**Run 1: metal layers overlaid**

The bar under the picture is 20 um long. Two of the layers only.
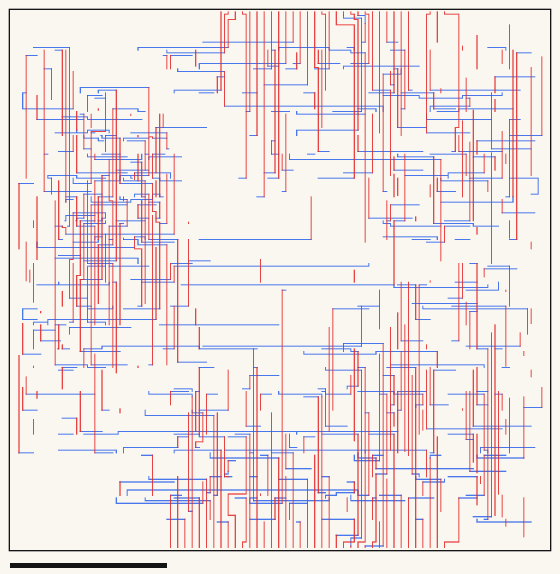
**Run 1: routed clock nets over the placement**

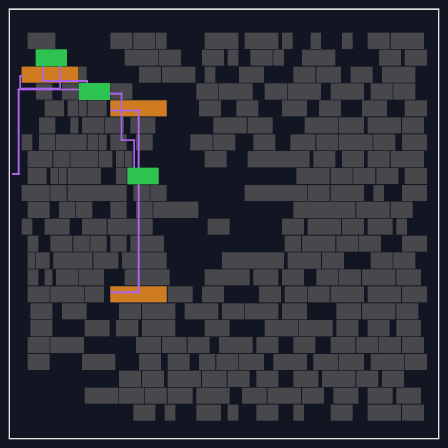
**Run 1: placed standard cells**

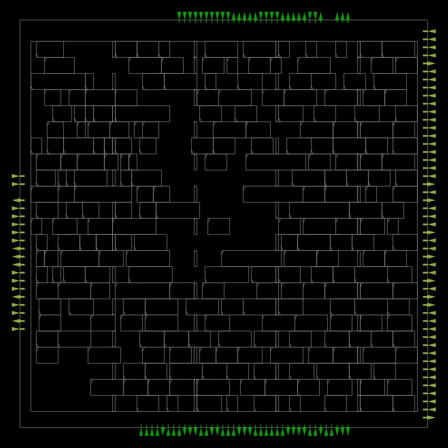
**config.mk**
```make
export PLATFORM = sky130hd
export DESIGN_NAME = axi4_r_arbiter
export DESIGN_NICKNAME = d
export VERILOG_FILES = /design/src/rtl/axi4_r_arbiter.sv
export SDC_FILE = /design/constraint.sdc
export NUM_CORES = 1
export LEC_CHECK = 0
export CORE_MARGIN = 1.5
export CORE_UTILIZATION = 23
export CTS_BUF_LIST = sky130_fd_sc_hd__clkbuf_4 sky130_fd_sc_hd__clkbuf_8
export DETAILED_ROUTE_END_ITERATION = 16
export GPL_TIMING_DRIVEN = 1
export PLACE_DENSITY = 0.87
export SLEW_MARGIN = 30
export SYNTH_ARGS = -nofsm -noshare
export SYNTH_HDL_FRONTEND = slang
export SYNTH_SLANG_ARGS = --single-unit
```
**constraint.sdc**
```tcl
create_clock -name axi4_aclk -period 2.3 [get_ports axi4_aclk]
set_input_delay 0.69 -clock axi4_aclk [delete_from_list [all_inputs] [get_ports axi4_aclk]]
set_output_delay 0.69 -clock axi4_aclk [all_outputs]
set_load 0.005 [all_outputs]
```
**src/rtl/axi4_r_arbiter.sv**
```systemverilog
// axi4_r_arbiter: merges N_PORTS AXI4 R channels into one R channel.
// A burst, once started (or stalled), owns the merged channel until its
// rlast beat completes. Idle arbitration is round-robin, so no source can be
// served twice while another source with a valid beat waits.
// Optional build macro AXI4_R_ARB_FIXED_PRIO_EN: when defined, idle
// arbitration is fixed priority (lowest index wins) and the pointer stays 0.
module axi4_r_arbiter #(
  parameter int AXI_DATA_WIDTH = 32,
  parameter int AXI_ID_WIDTH   = 4,
  parameter int AXI_USER_WIDTH = 4,
  parameter int N_PORTS        = 2
) (
  input  logic                                axi4_aclk,
  input  logic                                axi4_arstn,
  input  logic [N_PORTS*AXI_ID_WIDTH-1:0]     m_axi4_rid,
  input  logic [N_PORTS*2-1:0]                m_axi4_rresp,
  input  logic [N_PORTS*AXI_DATA_WIDTH-1:0]   m_axi4_rdata,
  input  logic [N_PORTS-1:0]                  m_axi4_rlast,
  input  logic [N_PORTS*AXI_USER_WIDTH-1:0]   m_axi4_ruser,
  input  logic [N_PORTS-1:0]                  m_axi4_rvalid,
  output logic [N_PORTS-1:0]                  m_axi4_rready,
  output logic [AXI_ID_WIDTH-1:0]             s_axi4_rid,
  output logic [1:0]                          s_axi4_rresp,
  output logic [AXI_DATA_WIDTH-1:0]           s_axi4_rdata,
  output logic                                s_axi4_rlast,
  output logic [AXI_USER_WIDTH-1:0]           s_axi4_ruser,
  output logic                                s_axi4_rvalid,
  input  logic                                s_axi4_rready
);

  localparam int GW = (N_PORTS > 1) ? $clog2(N_PORTS) : 1;

  typedef enum logic [0:0] {
    IDLE   = 1'b0,
    LOCKED = 1'b1
  } state_e;

  state_e          state_r;
  logic [GW-1:0]   grant_r;
  logic [GW-1:0]   ptr_r;

  logic            win_found_s;
  logic [GW-1:0]   win_idx_s;
  logic [GW-1:0]   sel_s;
  logic            fwd_s;
  logic            valid_s;
  logic            last_s;
  logic [GW-1:0]   data_idx_s;
  logic [GW-1:0]   ptr_nxt_s;

  // Index following idx, wrapping at N_PORTS.
  function automatic logic [GW-1:0] next_idx(input logic [GW-1:0] idx);
    return (int'(idx) >= (N_PORTS - 1)) ? {GW{1'b0}} : idx + GW'(1);
  endfunction

  // Round-robin search: first valid source starting at ptr_r, wrapping.
  always_comb begin
    logic [GW-1:0] idx;
    logic          hit;
    idx         = '0;
    hit         = 1'b0;
    win_found_s = 1'b0;
    win_idx_s   = '0;
    for (int k = 0; k < N_PORTS; k++) begin
      idx         = GW'((int'(ptr_r) + k) % N_PORTS);
      hit         = m_axi4_rvalid[idx] && !win_found_s;
      win_idx_s   = hit ? idx : win_idx_s;
      win_found_s = win_found_s | m_axi4_rvalid[idx];
    end
  end

  // Choose the forwarded source: the locked owner, else the idle winner.
  always_comb begin
    sel_s = '0;
    fwd_s = 1'b0;
    if (state_r == LOCKED) begin
      sel_s = grant_r;
      fwd_s = 1'b1;
    end else begin
      sel_s = win_idx_s;
      fwd_s = win_found_s;
    end
  end

  // Merged valid/last, data source (source 0 when nothing is presented) and next pointer.
  always_comb begin
    valid_s    = axi4_arstn & fwd_s & m_axi4_rvalid[sel_s];
    last_s     = m_axi4_rlast[sel_s];
    data_idx_s = valid_s ? sel_s : {GW{1'b0}};
`ifdef AXI4_R_ARB_FIXED_PRIO_EN
    ptr_nxt_s  = '0;
`else
    ptr_nxt_s  = next_idx(sel_s);
`endif
  end

  // Zero-latency forwarding of the selected source's R fields.
  always_comb begin
    s_axi4_rvalid = valid_s;
    s_axi4_rid    = m_axi4_rid[data_idx_s*AXI_ID_WIDTH +: AXI_ID_WIDTH];
    s_axi4_rresp  = m_axi4_rresp[data_idx_s*2 +: 2];
    s_axi4_rdata  = m_axi4_rdata[data_idx_s*AXI_DATA_WIDTH +: AXI_DATA_WIDTH];
    s_axi4_rlast  = m_axi4_rlast[data_idx_s];
    s_axi4_ruser  = m_axi4_ruser[data_idx_s*AXI_USER_WIDTH +: AXI_USER_WIDTH];
  end

  // Ready goes back only to the forwarded source; held low during reset.
  always_comb begin
    m_axi4_rready = '0;
    for (int i = 0; i < N_PORTS; i++) begin
      m_axi4_rready[i] = fwd_s && axi4_arstn && s_axi4_rready && (int'(sel_s) == i);
    end
  end

  // Burst-lock FSM: lock on stall or non-last beat, release on the rlast handshake.
  always_ff @(posedge axi4_aclk or negedge axi4_arstn) begin
    if (!axi4_arstn) begin
      state_r <= IDLE;
      grant_r <= '0;
      ptr_r   <= '0;
    end else begin
      case (state_r)
        IDLE: begin
          if (valid_s) begin
            if (s_axi4_rready && last_s) begin
              state_r <= IDLE;
              ptr_r   <= ptr_nxt_s;
            end else begin
              state_r <= LOCKED;
              grant_r <= sel_s;
            end
          end else begin
            state_r <= IDLE;
          end
        end
        LOCKED: begin
          if (valid_s && s_axi4_rready && last_s) begin
            state_r <= IDLE;
            ptr_r   <= ptr_nxt_s;
          end else begin
            state_r <= LOCKED;
          end
        end
        default: begin
          state_r <= IDLE;
          grant_r <= '0;
          ptr_r   <= '0;
        end
      endcase
    end
  end

endmodule

```
==> results.txt, run 1 <==
The layout was made with Yosys and OpenROAD.

The flow ran to the end, but the final reports show violations. The checks that failed: negative setup slack. The global-route usage over all layers is 18.41%. In this run the worst hold path is classified as input port to async pin. Cells fill 69.63% of the core in the end. Setup repair after global routing could not meet its margin everywhere. The cell count after synthesis came out at 82. Per the OpenROAD floorplan log, the height of the die is 68.89 um.

The number of setup violations in the final report is roughly 43. Per STA, the worst path accumulates the most delay in the family buffers and inverters. The placement stage leaves a total instance area of 0.002459 mm^2.

The antenna cell count is 0. Counting I/O delays and the setup requirement, the final critical path takes 2.764 ns. After detailed placement, the design holds a cell count of 277.

The count of buffers inserted at the top-level ports is 136. The number of global-route vias before repair is 1349. The share of the final layout cell area in sequential cells is 2.639%. The die width is between 60 and 70 um. The number of nets at the end of the flow is 344. The buffering stage count on the worst path with inverters included is 6. The most utilized layer in the global route result is met2. The area fraction in mux cells is 64.54%. For the worst reg-to-reg path, the startpoint reported by OpenROAD is state_r$_DFF_PN0_. The largest stage delay on the critical path is 0.29 ns.

The cell-mix breakdown from Yosys lists the adder-cell area share as 0%. The final design instance area without fill is roughly 0.0028 mm^2. Across the VDD grid, the largest voltage drop is 373.5 uV. The DRC violation count after routing is 0. The synthesis area per yosys is 998.5 um^2. Of the post-synthesis cell area, the dominant cell type holds 60.15%.

The largest family of logic cells by area is multiplexers. The synthesis report gives the async set-or-reset register share as 100.0%. Yosys reports that the most numerous cell types are sky130_fd_sc_hd__mux2_4, sky130_fd_sc_hd__inv_1, sky130_fd_sc_hd__buf_12, sky130_fd_sc_hd__nand2_1.

The area overhead of the layout relative to synthesis is 185.0%. The report puts the cell count of the worst reg-to-reg path at 6. The least setup slack across all paths after layout is -0.4645 ns. The number of buffers added by the clock tree synthesis step is 3.
## Picture notes: 'metal layers overlaid'
- met1: blue (wire length 1590 um)
- met2: red (wire length 2550 um)
total number of vias: 1344
overall routed net length: 4.845 mm
routed length per placed instance: 16.04 um

## Picture notes: 'routed clock nets over the placement'
- clock wires: purple (length 115 um)
- flip-flops: orange (count 3)
- cells driving clock nets: green (count 3)
- routed clock nets: 4
Clk. pwr: 173 uW
Clock Power Share: 18.7%
clock tree skew after final layout: 0.006830 ns
source-to-sink clock delay at the later pin of the worst-skew pair: 0.22 ns

## Picture notes: 'placed standard cells'
standard cell core area: 0.004086 mm^2
num rows: 23
Tapcells: 50
Fillers: 306
number of standard cells in the final layout excluding fillers: 302

==> run 1 -> run 2 <==
- CAP_MARGIN: unset -> 20
- MAX_ROUTING_LAYER: unset -> met4
- SLEW_MARGIN: 30 -> 20
**Run 2: metal layers overlaid**

The bar under the picture is 20 um long. Two of the layers only.
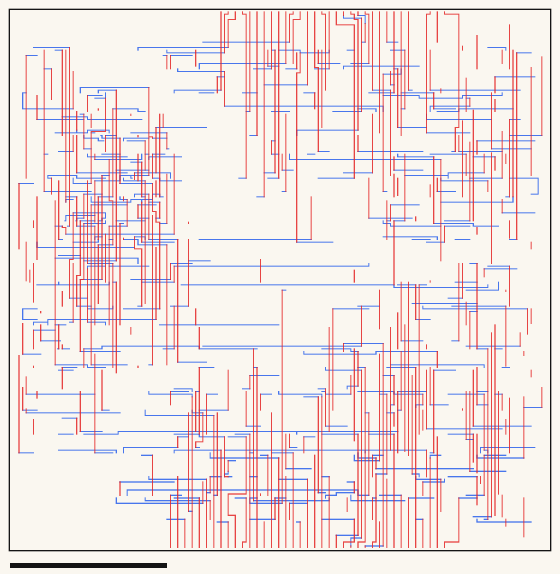
- met1: blue (wire length 1590 um)
- met2: red (wire length 2560 um)
All-Layer GR Usage: 18.92%
routed length per placed instance: 16.01 um

==> run 2 against run 1 <==
The run still ends with negative setup slack left. Sequential share of layout area did not move. Clock skew barely moved. First-iteration DRC count did not move. Synthesized cell count did not move. Fmax barely moved. Hold slack barely moved. Non-clock buffer count did not move. Via count did not move. Sequential power barely moved. Clock power barely moved. Largest power group unchanged. Highest routed layer unchanged.
==> results.txt, run 2 <==
The layout was made with Yosys and OpenROAD.

Setup repair after global routing could not meet its margin everywhere. The horizontal die dimension reported for this design is 68.89 um. The area share of the largest cell type after synthesis is 60.15%. The largest total area in the synthesized netlist belongs to sky130_fd_sc_hd__mux2_4.

The synthesized netlist devotes 0% of its cell area to XOR and XNOR gates. The global-route met1 utilization is 18.07%. The final cell count without fillers is 302. Yosys reports that the most numerous cell types are sky130_fd_sc_hd__mux2_4, sky130_fd_sc_hd__inv_1, sky130_fd_sc_hd__buf_12, sky130_fd_sc_hd__nand2_1. After detailed routing, the number of remaining DRC violations is 0.

After layout, the minimum clock period comes to 2.765 ns. The number of distinct library cells after synthesis is 22. The share of the final layout cell area in sequential cells is roughly 2.6%. The clock network is responsible for 18.7% of the overall power. The final standard cell utilization of the core is 69.63%.

The worst max-slew margin expressed relative to the limit is 77.93%. Per the finish-stage timing summary, setup violations number ~43. The critical path in the final layout is reported with a setup slack of -0.4645 ns.

The count of buffers inserted at the top-level ports is 136. The final report gives the standard cell area, fillers excluded, as 0.002845 mm^2. The routed layout has 1344 vias.

At the pin with the least slew margin, the transition time is 0.3276 ns. The flow ran to the end, but the final reports show violations. 137 I/O pins were placed. The area fraction in full adders, half adders and majority gates is 0%. The synthesis run identifies the leading combinational cell family as multiplexers. The fill cell instance count of the final layout is 306.

The maximum number of pins on one net before global-route repair is 8. The number of global-route vias before repair is 1349. The wire length reported by the detailed router is 4.835 mm. STA reports the tightest min-delay check as being of type input port to async pin. Pins over their slew limit in the final report were tallied at 0. The final layout contains 344 nets. The largest stage delay on the critical path is 0.29 ns. The total net switching power is 249.5 uW. After synthesis, the chip area reported by Yosys is 998.5 um^2. The fraction of synthesis flops using an asynchronous set or reset pin is 100.0%.

The number of cells produced by synthesis is 82. After floorplanning, the core was divided into 23 placement rows. The worst clock skew is between 0.006 and 0.007 ns.

Compared with the post-synthesis result, the final layout area differs by 185.0%. The relative contribution of sequential cells to total power is 8.7%. Counting the buffers created by CTS gives 3. The area fraction in mux cells is 64.54%. The worst vdd rail ir drop is 373.5 uV. The final reports fail on negative setup slack.

The cell count of the worst reg-to-reg path is 6. The clock latency reported for the late side of the worst-skew pair is 0.22 ns. The largest registers in the layout are grant_r (1), ptr_r (1), state_r (1). The startpoint of the worst-slack reg-to-reg timing path is state_r$_DFF_PN0_.
==> run 2 -> run 3 <==
- CTS_CLUSTER_DIAMETER: unset -> 30
**Run 3: cells coloured by class**

The bar under the picture is 20 um long.
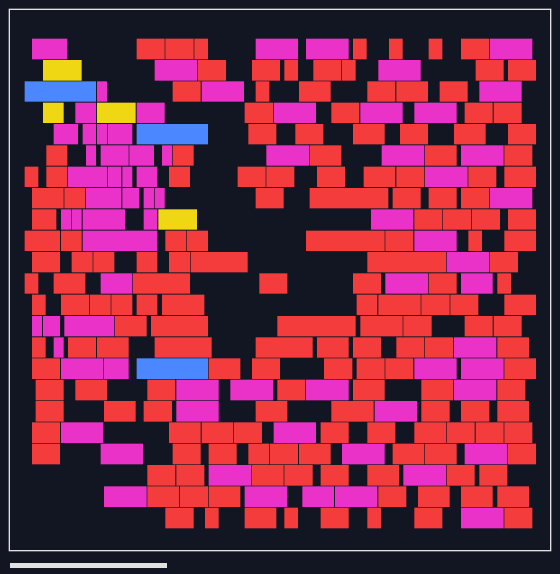
- all other logic: magenta (cells 73; share of their area 31%)
- other buffers and delay cells: red (cells 172; share of their area 64%)
- clock drivers and dummy loads: yellow (cells 4; share of their area 1.8%)
- flip-flops: blue (cells 3; share of their area 2.7%)
sequential share of cell area: 2.639%
final core occ: 69.63%

==> run 3 against run 2 <==
The flow still finishes with violations (negative setup slack). Fmax unchanged. Synthesized cell count is the same. Sequential share of layout area did not move. Largest power group unchanged. Global-route usage stayed put. Largest cell class unchanged. Clock skew unchanged. Worst setup slack is the same.
==> results.txt, run 3 <==
The layout was made with Yosys and OpenROAD.

The run finished, with violations left. The final reports fail on negative setup slack. The worst vdd rail ir drop is 373.5 uV. The type of the most critical hold path is input port to async pin. After layout, the minimum clock period comes to ~2.8 ns. The least setup slack across all paths after layout is -0.4645 ns. The global-route met1 utilization is 18.07%.

The slew check shows that the tightest pin keeps a relative margin of 77.93%. The maximum number of pins on one net before global-route repair is 8. Summing all non-filler instances in the final layout gives an area of ~0.0028 mm^2. Of the total power, registers draw between 8 and 9%. The filler cells instantiated in the layout total 306.

The final cell count without fillers is 302. The part of the total power dissipated in the clock network is 18.7%. After floorplanning, the core was sized to cover 0.004086 mm^2.

In this run the cell area measured after placement is 0.002459 mm^2. The synthesized design devotes to its leading area cell type 60.15% of total area. Setup repair after global routing could not meet its margin everywhere. The number of global-route vias before repair is around 1300. The commonest cells after synthesis are sky130_fd_sc_hd__mux2_4, sky130_fd_sc_hd__inv_1, sky130_fd_sc_hd__buf_12, sky130_fd_sc_hd__nand2_1.

The die width is 68.89 um. In the final report, the number of endpoints failing setup comes to 43. Per the detail_route report, DRC violations left total 0.
Power and IR drop assume default switching activity.
